Figure 1. Routing congestion map (run 1).
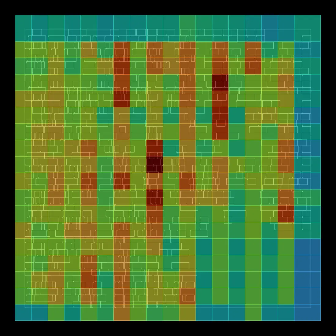
Figure 2. A small window of the routed layout (run 1).
Bar = 5 microns. Region (54, 80) to (74, 100) microns. Cells in gray, sequential cells in the stronger gray; small squares are vias.
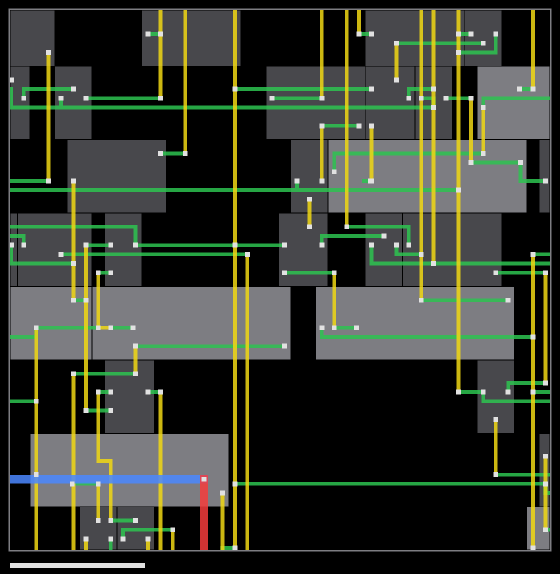
Figure 3. Where the registers sit (run 1).
Bar = 50 microns.
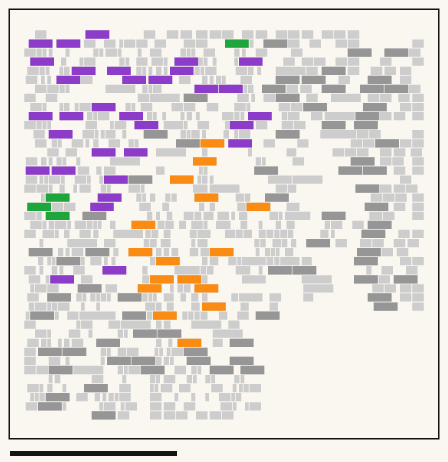
Figure 4. Routed metal, one color a layer (run 1).
Bar = 50 microns.
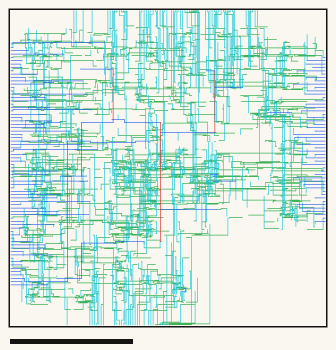
===== src/rtl/wb_pixel_initiator.sv =====
// Wishbone classic initiator: turns command/response handshakes into single
// read/write bus cycles, with an address-window check and an ack timeout.
module wb_pixel_initiator #(
  parameter logic [3:0]  ADDR_PREFIX    = 4'h3,
  parameter int unsigned TIMEOUT_CYCLES = 255,
  parameter int unsigned TO_W           = 16
) (
  input  logic        wb_clk_i,
  input  logic        wb_rst_i,
  input  logic        cmd_valid,
  output logic        cmd_ready,
  input  logic        cmd_we,
  input  logic [31:0] cmd_adr,
  input  logic [31:0] cmd_dat,
  input  logic [3:0]  cmd_sel,
  output logic        rsp_valid,
  input  logic        rsp_ready,
  output logic [31:0] rsp_dat,
  output logic        rsp_err,
  output logic        rsp_timeout,
  output logic        wbm_cyc_o,
  output logic        wbm_stb_o,
  output logic        wbm_we_o,
  output logic [3:0]  wbm_sel_o,
  output logic [31:0] wbm_adr_o,
  output logic [31:0] wbm_dat_o,
  input  logic [31:0] wbm_dat_i,
  input  logic        wbm_ack_i
);

  typedef enum logic [1:0] {IDLE, BUS, RESP} state_t;

  // Last counter value before expiry; cyc/stb therefore stay high TIMEOUT_CYCLES cycles.
  localparam logic [TO_W-1:0] TO_LAST = TO_W'(TIMEOUT_CYCLES - 1);

  state_t          state_q, state_d;
  logic [TO_W-1:0] cnt_q, cnt_d;
  logic            cyc_d, we_d, rsp_valid_d, rsp_err_d, rsp_timeout_d;
  logic [3:0]      sel_d;
  logic [31:0]     adr_d, dat_d, rsp_dat_d;

  assign cmd_ready = (state_q == IDLE);

  always_comb begin
    // NOTE: every signal gets a default first so no path through the case infers a latch.
    state_d       = state_q;
    cnt_d         = cnt_q;
    cyc_d         = wbm_cyc_o;
    we_d          = wbm_we_o;
    sel_d         = wbm_sel_o;
    adr_d         = wbm_adr_o;
    dat_d         = wbm_dat_o;
    rsp_valid_d   = rsp_valid;
    rsp_err_d     = rsp_err;
    rsp_timeout_d = rsp_timeout;
    rsp_dat_d     = rsp_dat;

    unique case (state_q)
      IDLE: begin
        if (cmd_valid) begin
          we_d  = cmd_we;
          adr_d = cmd_adr;
          dat_d = cmd_dat;
          sel_d = cmd_sel;
          if (cmd_adr[31:28] == ADDR_PREFIX) begin
            state_d = BUS;
            cyc_d   = 1'b1;
            cnt_d   = '0;
          end else begin
            state_d       = RESP;
            rsp_valid_d   = 1'b1;
            rsp_err_d     = 1'b1;
            rsp_timeout_d = 1'b0;
            rsp_dat_d     = '0;
          end
        end
      end

      BUS: begin
        cnt_d = cnt_q + TO_W'(1);
        // Ack is tested first so an ack on the expiry edge still completes cleanly.
        if (wbm_ack_i) begin
          state_d       = RESP;
          cyc_d         = 1'b0;
          rsp_valid_d   = 1'b1;
          rsp_err_d     = 1'b0;
          rsp_timeout_d = 1'b0;
          rsp_dat_d     = wbm_we_o ? '0 : wbm_dat_i;
        end else if (cnt_q == TO_LAST) begin
          state_d       = RESP;
          cyc_d         = 1'b0;
          rsp_valid_d   = 1'b1;
          rsp_err_d     = 1'b1;
          rsp_timeout_d = 1'b1;
          rsp_dat_d     = '0;
        end
      end

      RESP: begin
        if (rsp_ready) begin
          state_d     = IDLE;
          rsp_valid_d = 1'b0;
        end
      end

      default: state_d = IDLE;
    endcase
  end

  always_ff @(posedge wb_clk_i) begin
    // NOTE: state is updated with non-blocking assignments so all registers sample pre-edge values.
    if (wb_rst_i) begin
      state_q     <= IDLE;
      cnt_q       <= '0;
      wbm_cyc_o   <= 1'b0;
      wbm_stb_o   <= 1'b0;
      wbm_we_o    <= 1'b0;
      wbm_sel_o   <= '0;
      wbm_adr_o   <= '0;
      wbm_dat_o   <= '0;
      rsp_valid   <= 1'b0;
      rsp_err     <= 1'b0;
      rsp_timeout <= 1'b0;
      rsp_dat     <= '0;
    end else begin
      state_q     <= state_d;
      cnt_q       <= cnt_d;
      wbm_cyc_o   <= cyc_d;
      wbm_stb_o   <= cyc_d;
      wbm_we_o    <= we_d;
      wbm_sel_o   <= sel_d;
      wbm_adr_o   <= adr_d;
      wbm_dat_o   <= dat_d;
      rsp_valid   <= rsp_valid_d;
      rsp_err     <= rsp_err_d;
      rsp_timeout <= rsp_timeout_d;
      rsp_dat     <= rsp_dat_d;
    end
  end

endmodule


===== config.mk =====
export PLATFORM = sky130hd
export DESIGN_NAME = wb_pixel_initiator
export DESIGN_NICKNAME = d
export VERILOG_FILES = /design/src/rtl/wb_pixel_initiator.sv
export SDC_FILE = /design/constraint.sdc
export NUM_CORES = 1
export LEC_CHECK = 0
export CAP_MARGIN = 5
export CORE_MARGIN = 4
export CORE_UTILIZATION = 31
export CTS_CLUSTER_DIAMETER = 120
export DETAILED_ROUTE_END_ITERATION = 8
export HOLD_SLACK_MARGIN = 0.02
export PLACE_DENSITY_LB_ADDON = 0.2
export SLEW_MARGIN = 30
export SYNTH_ARGS = -nofsm -noshare
export SYNTH_HDL_FRONTEND = slang
export SYNTH_SLANG_ARGS = --single-unit

===== constraint.sdc =====
create_clock -name wb_clk_i -period 2.56 [get_ports wb_clk_i]
set_input_delay 0.768 -clock wb_clk_i [delete_from_list [all_inputs] [get_ports wb_clk_i]]
set_output_delay 0.768 -clock wb_clk_i [all_outputs]
set_load 0.05 [all_outputs]

==> impl_metrics.toml, run 1 <==
# generated from flow reports
[critical_path]
crit_slowest_cell = "clkdlybuf4s50_1"
largest_fanout_of_any_net_on_the_critical_path = 3
timing.critical_path.max_delay_family = "buffers and inverters"
timing.critical_path.arrival_ns = 1.63
buffer_and_inverter_count_on_the_worst_path = 1
critPathCaptureType = "output port"
critical_path_class = "register to output port"
worst-endpoint-required_ns = 1.79
setup.worst_path.start_class = "register"

[sta]
worst_slew_pin_slew_ns = 0.6337
relSlewSlack = 0.5775
fmax_ghz = 0.4175
final-hold-violation-count = 0
setup_failing_eps_final = 0
period_used_share = 0.9356
fin_worst_skew_ns = 0.008291
report.final.slew_viol_count = 0
final.min_clock_period_ns = 2.395
rsz0062_at_grt = "no"

[floorplan]
rows = 43
initial_cell_density_of_the_core = 0.3200
floorplan.die_area_sq_um = 16480
fp.coreArea_sq_um = 14040
die_ht_microns = 128.4
io_pins = 213
floorplan.die.width_microns = 128.4

[cells_and_area]
layout_top_cell = "clkdlybuf4s50_1"
layout.nets = 825
final_cells = 909
synthToLayoutAreaGrowth_pct = 65.30
final_cell_mix = "210 x clkdlybuf4s50_1, 147 x nand2_1, 123 x dfxtp_1"
n_fill_cell = 1251
post_route_cells_drive_above_1_share = 0.07956
logic_area_sq_um = 1869
num_antenna_cells = 0

[logic_synthesis]
post_synth.cell_area_avg_sq_um = 8.810
yosys-stat-cells = 510
yosysChipArea_sq_um = 4493
postSynthCellCount = 510
seq_total_area_yosys = 0.5480
yosys_warnings = 0
synthesis.area_sq_um = 4493
postSynthNetCount = 618
synth.distinct_cells = 41

[route]
detailed_routing_iteration_count_for_the_pre_antenna_repair_pass = 4
vias_per_cell = 4.832
drtIter0Drc = 252
ant_nets = 0
detail_route.drc_violations = 0

[power_and_ir_drop]
power-per-cell-area_nw_per_um2 = 694.7
vdd_drop_max_v = 0.0004178
design_power_total_w = 0.005160
cellLeakagePower_nw = 2.658

[clock_tree]
clock_pin_slew_on_the_worst_setup_and_hold_paths_ns = 0.06
clock_insertion_delay_worst_skew_ns = 0.41
cts_hold_repair.buffers = 0
cts_inserted_buffers = 17
htree_levels = 4
numClockSinks = 123
ctsResizeCount = 0
clockRootBuffer = "clkbuf_16"
tritoncts = "built"

[global_routing]
grt_util_met3 = 0.08178
global_route_wire_length_before_repair_microns = 22120
antenna_found_initial = 0
most_used_routing_layer_in_global_routing = "met2"
maximum_number_of_pins_on_one_net_before_global_route_repair = 74
overflow = 0
grt_pass1_vias = 4501

[worst_hold_path]
min_delay_worst_type = "register to register"

[place]
detailed_placer_s_ending_hpwl_microns = 9671
numPlacedInstances = 878
place.gp.congestion = 0.8538

[status]
run_status = "completed"

[flow_run]
warning_count = 27
## Picture notes: Figure 1
met2 capacity usage during global routing: 0.2777
post-layout utilization of the core: 0.5289
met1 Track Usage GR: 0.1899

## Picture notes: Figure 2
color	layer
blue	M3
yellow	M2
red	M4
green	M1
sequential cells in the window	4
netlist names of flops here include	cnt_q (2), wbm_dat_o (2)
cells with their middle in the window	22
most frequent	nand2_1 (6), clkdlybuf4s50_1 (5), dfxtp_1 (4)

## Picture notes: Figure 3
color	name in the netlist	flops
purple	wbm_dat_o	32
orange	cnt_q	16
green	wbm_sel_o	4
power drawn by the sequential cells: 0.00203 W
flop share of the area: 0.3315
sequential cell area in the final layout: 2462 sq um

## Picture notes: Figure 4
color	layer	wire length
green	M1	5,670 microns
blue	M3	1,380 microns
red	M4	187 microns
cyan	M2	6,430 microns
Overall Global Routing Usage: 0.1676
detailed-route via count: 4,392
final wirelength: 13,670 microns
average detailed-routed wire length per instance: 15.04 microns

==> run 1: cells by family (layout without fill, tap and decap cells) <==
family,count (synthesis),count (layout),synth area share
buf+inv,43,262,0.04205
xor+xnor,1,1,0.001950
simple gates,197,197,0.1960
fa+ha+maj,2,2,0.005569
compound gates,144,144,0.2063
flops,123,123,0.5480
==> run 1: final timing paths <==
kind                               startpoint             to  slack (ns)  depth (start not counted)
worst max register to register      cnt_q[11]     rsp_dat[6]        0.42                          5
worst min-delay path            wbm_adr_o[31]  wbm_adr_o[31]        0.45                          2
worst max-delay path                wbm_stb_o      wbm_cyc_o        0.16                          1
worst min register to register  wbm_adr_o[31]  wbm_adr_o[31]        0.45                          2
==> run 1: synthesized netlist by cell type (all sizes together) <==
cell type | count | area share
a211oi | 1 | 0.0017
a21oi | 88 | 0.098
a2bb2oi | 1 | 0.0019
a31oi | 1 | 0.0014
a32o | 32 | 0.071
a32oi | 1 | 0.0019
and4 | 3 | 0.0058
and4b | 1 | 0.0022
buf | 6 | 0.011
clkbuf | 33 | 0.028
clkinv | 1 | 0.00083
dfxtp | 123 | 0.55
ha | 2 | 0.0056
inv | 3 | 0.0025
nand2 | 148 | 0.12
nand2b | 2 | 0.0028
nand3 | 5 | 0.0056
nand3b | 1 | 0.0017
nand4 | 5 | 0.0070
nand4b | 1 | 0.0019
nor2 | 7 | 0.0058
nor2b | 2 | 0.0028
nor3 | 3 | 0.0033
nor3b | 1 | 0.0017
nor4 | 1 | 0.0047
nor4bb | 1 | 0.0022
o21a | 2 | 0.0033
o21ai | 14 | 0.018
o221a | 1 | 0.0025
o31ai | 3 | 0.0061
or2 | 1 | 0.0014
or3 | 11 | 0.015
or4 | 3 | 0.0058
or4b | 1 | 0.0022
xnor2 | 1 | 0.0019
==> run 1: power breakdown <==
group          leakage, nW  switching, W  internal (W)
registers             1.00     0.0000415       0.00199
clock network        0.271      0.000878       0.00143
logic                 1.38      0.000484      0.000339
==> run 1: cell type report <==
class | count | share of cell area
sequential | 123 | 0.3315
timing repair buffer | 227 | 0.3071
multi-input combinational | 344 | 0.2517
clock buffer | 17 | 0.05728
tap | 180 | 0.03032
clock inverter | 14 | 0.02005
inverter | 4 | 0.002022
==> run 1: metal layers <==
layer | vias to the layer above | wire [microns]
met4 | 0 | 187
met1 | 2035 | 5672
met2 | 148 | 6427
met5 | - | 0
li1 | 2193 | -
met3 | 16 | 1384
==> run 1: flip-flops by register name (all words and copies together), names as in the netlist, 2 cells and up <==
| register | cells |
|---|---|
| rsp_dat | 32 |
| state_q | 2 |
| wbm_sel_o | 4 |
| wbm_dat_o | 32 |
| wbm_adr_o | 32 |
| cnt_q | 16 |
==> run 1: per-stage QoR <==
stage	worst slack (ns)	utilization	hold WS [ns]	TNS [ns]	instance area, sq um
3_5_place_dp	-0.1565	0.4880	0.4455	-2.876	6853
6_report	0.1648	0.5289	0.4520	0	7427
2_1_floorplan	0.4984	-	0.4520	0	4493
5_1_grt	0.1092	0.5289	0.4740	0	7427
3_3_place_gp	-0.09814	0.4872	0.4417	-3.182	6842
4_1_cts	0.1289	0.5289	0.4540	0	7427
==> run 1 -> run 2 <==
--- a/config.mk
+++ b/config.mk
@@ -9,6 +9,7 @@
 export CORE_MARGIN = 4
 export CORE_UTILIZATION = 31
 export CTS_CLUSTER_DIAMETER = 120
+export CTS_CLUSTER_SIZE = 20
 export DETAILED_ROUTE_END_ITERATION = 8
 export HOLD_SLACK_MARGIN = 0.02
 export PLACE_DENSITY_LB_ADDON = 0.2
Figure 5. Where the registers sit (run 2).
Bar = 50 microns.
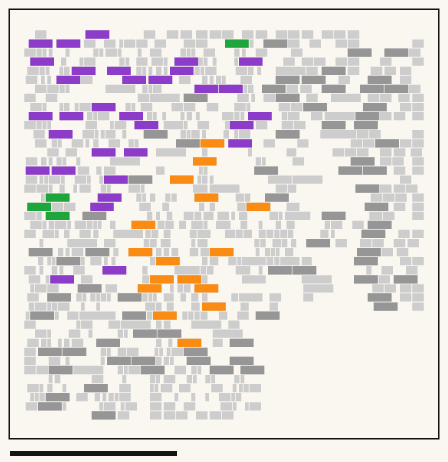
color	name in the netlist	flops
green	wbm_sel_o	4
purple	wbm_dat_o	32
orange	cnt_q	16
not colored	71

Figure 6. Selected gate families (run 2).
Bar = 50 microns.
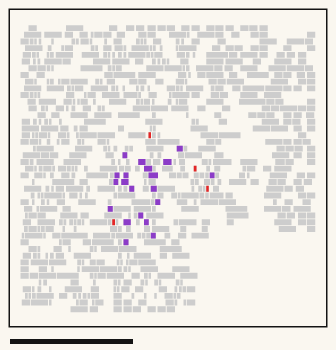
color	family	cells	where
red	inv cells	4	center
purple	and/or cells	20	center
final non-filler cell total: 909
Commonest Layout Cell: clkdlybuf4s50_1
fraction of standard cell area in multi-input logic: 0.2517

==> run 2 against run 1 <==
Die size unchanged. Flip-flop count unchanged. Critical path type unchanged. Clock-buffer cell count unchanged. Via count unchanged. First-iteration DRC count unchanged. Final cell count unchanged. Fmax unchanged. Critical path depth unchanged. Critical endpoint unchanged. Combinational power about the same. Worst hold slack unchanged.
==> impl_metrics.toml, run 2 <==
# generated from flow reports
[critical_path]
buffer_and_inverter_count_on_the_worst_path = 1
setup.worst_path.start_class = "register"
critical_path_class = "register to output port"
largest_fanout_of_any_net_on_the_critical_path = 3
timing.critical_path.arrival_ns = 1.63
timing.critical_path.slowest_cell_delay_ns = 0.83
timing.critical_path.max_delay_family = "buffers and inverters"
worst-endpoint-required_ns = 1.79
critPathCaptureType = "output port"
crit_path_cell_trace = "clkdlybuf4s50_1"
crit_slowest_cell = "clkdlybuf4s50_1"

[flow_run]
warning_count = 27
cap_viol_max_count = 0

[sta]
report.final.slew_viol_count = 0
rsz0062_at_grt = "no"
fmax_ghz = 0.4175
final_critical_path_setup_slack_ns = 0.1648
setup_failing_eps_final = 0
final.min_clock_period_ns = 2.395
relSlewSlack = 0.5775
worst_slew_pin_slew_ns = 0.6337
period_used_share = 0.9356
final-hold-violation-count = 0
fin_worst_skew_ns = 0.008291

[logic_synthesis]
postSynthRegisterBits = 123
post_synth.cell_area_avg_sq_um = 8.810
ys_top_cells_by_count = "148 x nand2_1, 123 x dfxtp_1, 88 x a21oi_1"
yosys_warnings = 0
synth_top_cell_by_count = "nand2_1"
synthDominantAreaCellType = "dfxtp_1"
area_leaders = "dfxtp_1 55%, nand2_1 12%, a21oi_1 9.8%"
ys.flop_type = "dfxtp_1"
postSynthCellCount = 510
yosys-stat-cells = 510
seq_total_area_yosys = 0.5480
postSynthNetCount = 618
synth.distinct_cells = 41
yosys.area.top_type_share = 0.5480
async_reset_ff_frac = 0
yosysChipArea_sq_um = 4493
synthesis.area_sq_um = 4493
synth-edff-count = 0

[route]
average_detailed_routed_wire_length_per_instance_microns = 15.04
vias_per_cell = 4.832
vias = 4392
ant_nets = 0
wl_met2_microns = 6427
total_routed_wire_length_on_the_met1_layer_microns = 5672
routed-wl-met3_microns = 1384
drtIter0Drc = 252
detail_route.drc_violations = 0
top_signal_layer_used = "met4"
detailed_routing_iteration_count_for_the_pre_antenna_repair_pass = 4
route.final.wire_length_microns = 13670

[place]
detailed_placer_s_ending_hpwl_microns = 9671
portBuffers = 212
place.gp.congestion = 0.8538
detailed_place.area_sq_um = 6853
dp_slack_ns = -0.1565

[cells_and_area]
top_regs = "rsp_dat x32, wbm_adr_o x32, wbm_dat_o x32"
synthToLayoutAreaGrowth_pct = 65.30
layout.nets = 825
n_fill_cell = 1251
num_antenna_cells = 0
final_design_area_no_fill_sq_um = 7427
final_cell_mix = "210 x clkdlybuf4s50_1, 147 x nand2_1, 123 x dfxtp_1"
post_route_cells_drive_above_1_share = 0.07956

[power_and_ir_drop]
pwr-share-comb = 0.160
power-per-cell-area_nw_per_um2 = 694.7
p_switching_w = 0.001404
p_seq_frac = 0.394
power_frac_clock = 0.447
p_sw_frac = 0.2720
internal_power_w = 0.003756
cellLeakagePower_nw = 2.658
vdd_drop_max_v = 0.0004178

[clock_tree]
cts_hold_repair.buffers = 0
cts_setup_buffers = 0
cts.path.max_buffers = 2
clock_insertion_delay_worst_skew_ns = 0.41
clock_pin_slew_on_the_worst_setup_and_hold_paths_ns = 0.06
clockRootBuffer = "clkbuf_16"
numClockSinks = 123
tritoncts = "built"
ctsResizeCount = 0
htree_levels = 4
cts_inserted_buffers = 17

[floorplan]
io_pins = 213
fp.coreArea_sq_um = 14040
floorplan.die.width_microns = 128.4
initial_cell_density_of_the_core = 0.3200
floorplan.die_area_sq_um = 16480
rows = 43
die_ht_microns = 128.4

[global_routing]
maximum_number_of_pins_on_one_net_before_global_route_repair = 74
overflow = 0
global_route_wire_length_before_repair_microns = 22120
grt_use_total = 0.1676
grt_pass1_vias = 4501
antenna_found_initial = 0

[worst_hold_path]
min_delay_worst_type = "register to register"

[status]
run_status = "completed"
Figure 7. Routing congestion map (run 2).
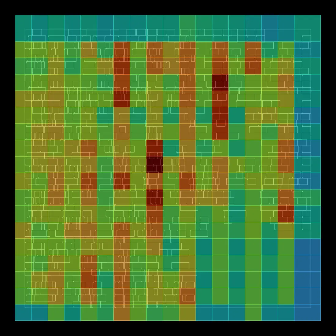
most used routing layer in global routing: met2
GR Util met3: 0.08178

## run 2: logic make-up after synthesis
logic type,share of synthesized area
adder cells (fa/ha/maj),0.005569
AND/OR/NAND/NOR,0.1960
buffers and inverters,0.04205
AND-OR/OR-AND,0.2063
flip-flops,0.5480
XOR/XNOR,0.001950
## run 2: layout make-up
cell class              instances  area [sq um]  share of cell area
flip-flops and latches        123          2462              0.3315
multi-input cells             344          1869              0.2517
repair buffers                227          2281              0.3071
well taps                     180         225.2             0.03032
clock inverters                14         148.9             0.02005
clock buffers                  17         425.4             0.05728
inverters                       4         15.01            0.002022
## run 2: worst paths after layout
path	startpoint	endpoint	slack, ns	cells past startpoint
hold reg to reg	wbm_adr_o[31]	wbm_adr_o[31]	0.45	2
setup / recovery	wbm_stb_o	wbm_cyc_o	0.16	1
hold / removal	wbm_adr_o[31]	wbm_adr_o[31]	0.45	2
setup reg to reg	cnt_q[11]	rsp_dat[6]	0.42	5
## run 2: routing by layer
metal	vias up	GRT usage
met5	-	0
li1	2193	-
met4	0	0.05368
met2	148	0.2777
met3	16	0.08178
met1	2035	0.1899
## run 2: power groups by stage
stage / Clock, W / Sequential [W] / Combinational, W
after global routing: 0.00248 / 0.00204 / 0.000878
after detailed placement: 0 / 0.00207 / 0.000828
final: 0.00230 / 0.00203 / 0.000823
after global placement: 0 / 0.00207 / 0.000820
after floorplan: 0 / 0.00232 / 0.000196
after CTS: 0.00237 / 0.00203 / 0.000834
## run 2: per-stage QoR
step / hold slack (ns) / instances / TNS [ns] / total power, W / util
floorplan: 0.4520 / 510 / 0 / 0.002516 / -
global placement: 0.4417 / 877 / -3.182 / 0.002889 / 0.4872
detailed placement: 0.4455 / 878 / -2.876 / 0.002902 / 0.4880
CTS: 0.4540 / 909 / 0 / 0.005235 / 0.5289
global route: 0.4740 / 909 / 0 / 0.005399 / 0.5289
finish: 0.4520 / 909 / 0 / 0.005160 / 0.5289
Power and IR drop assume default switching activity.
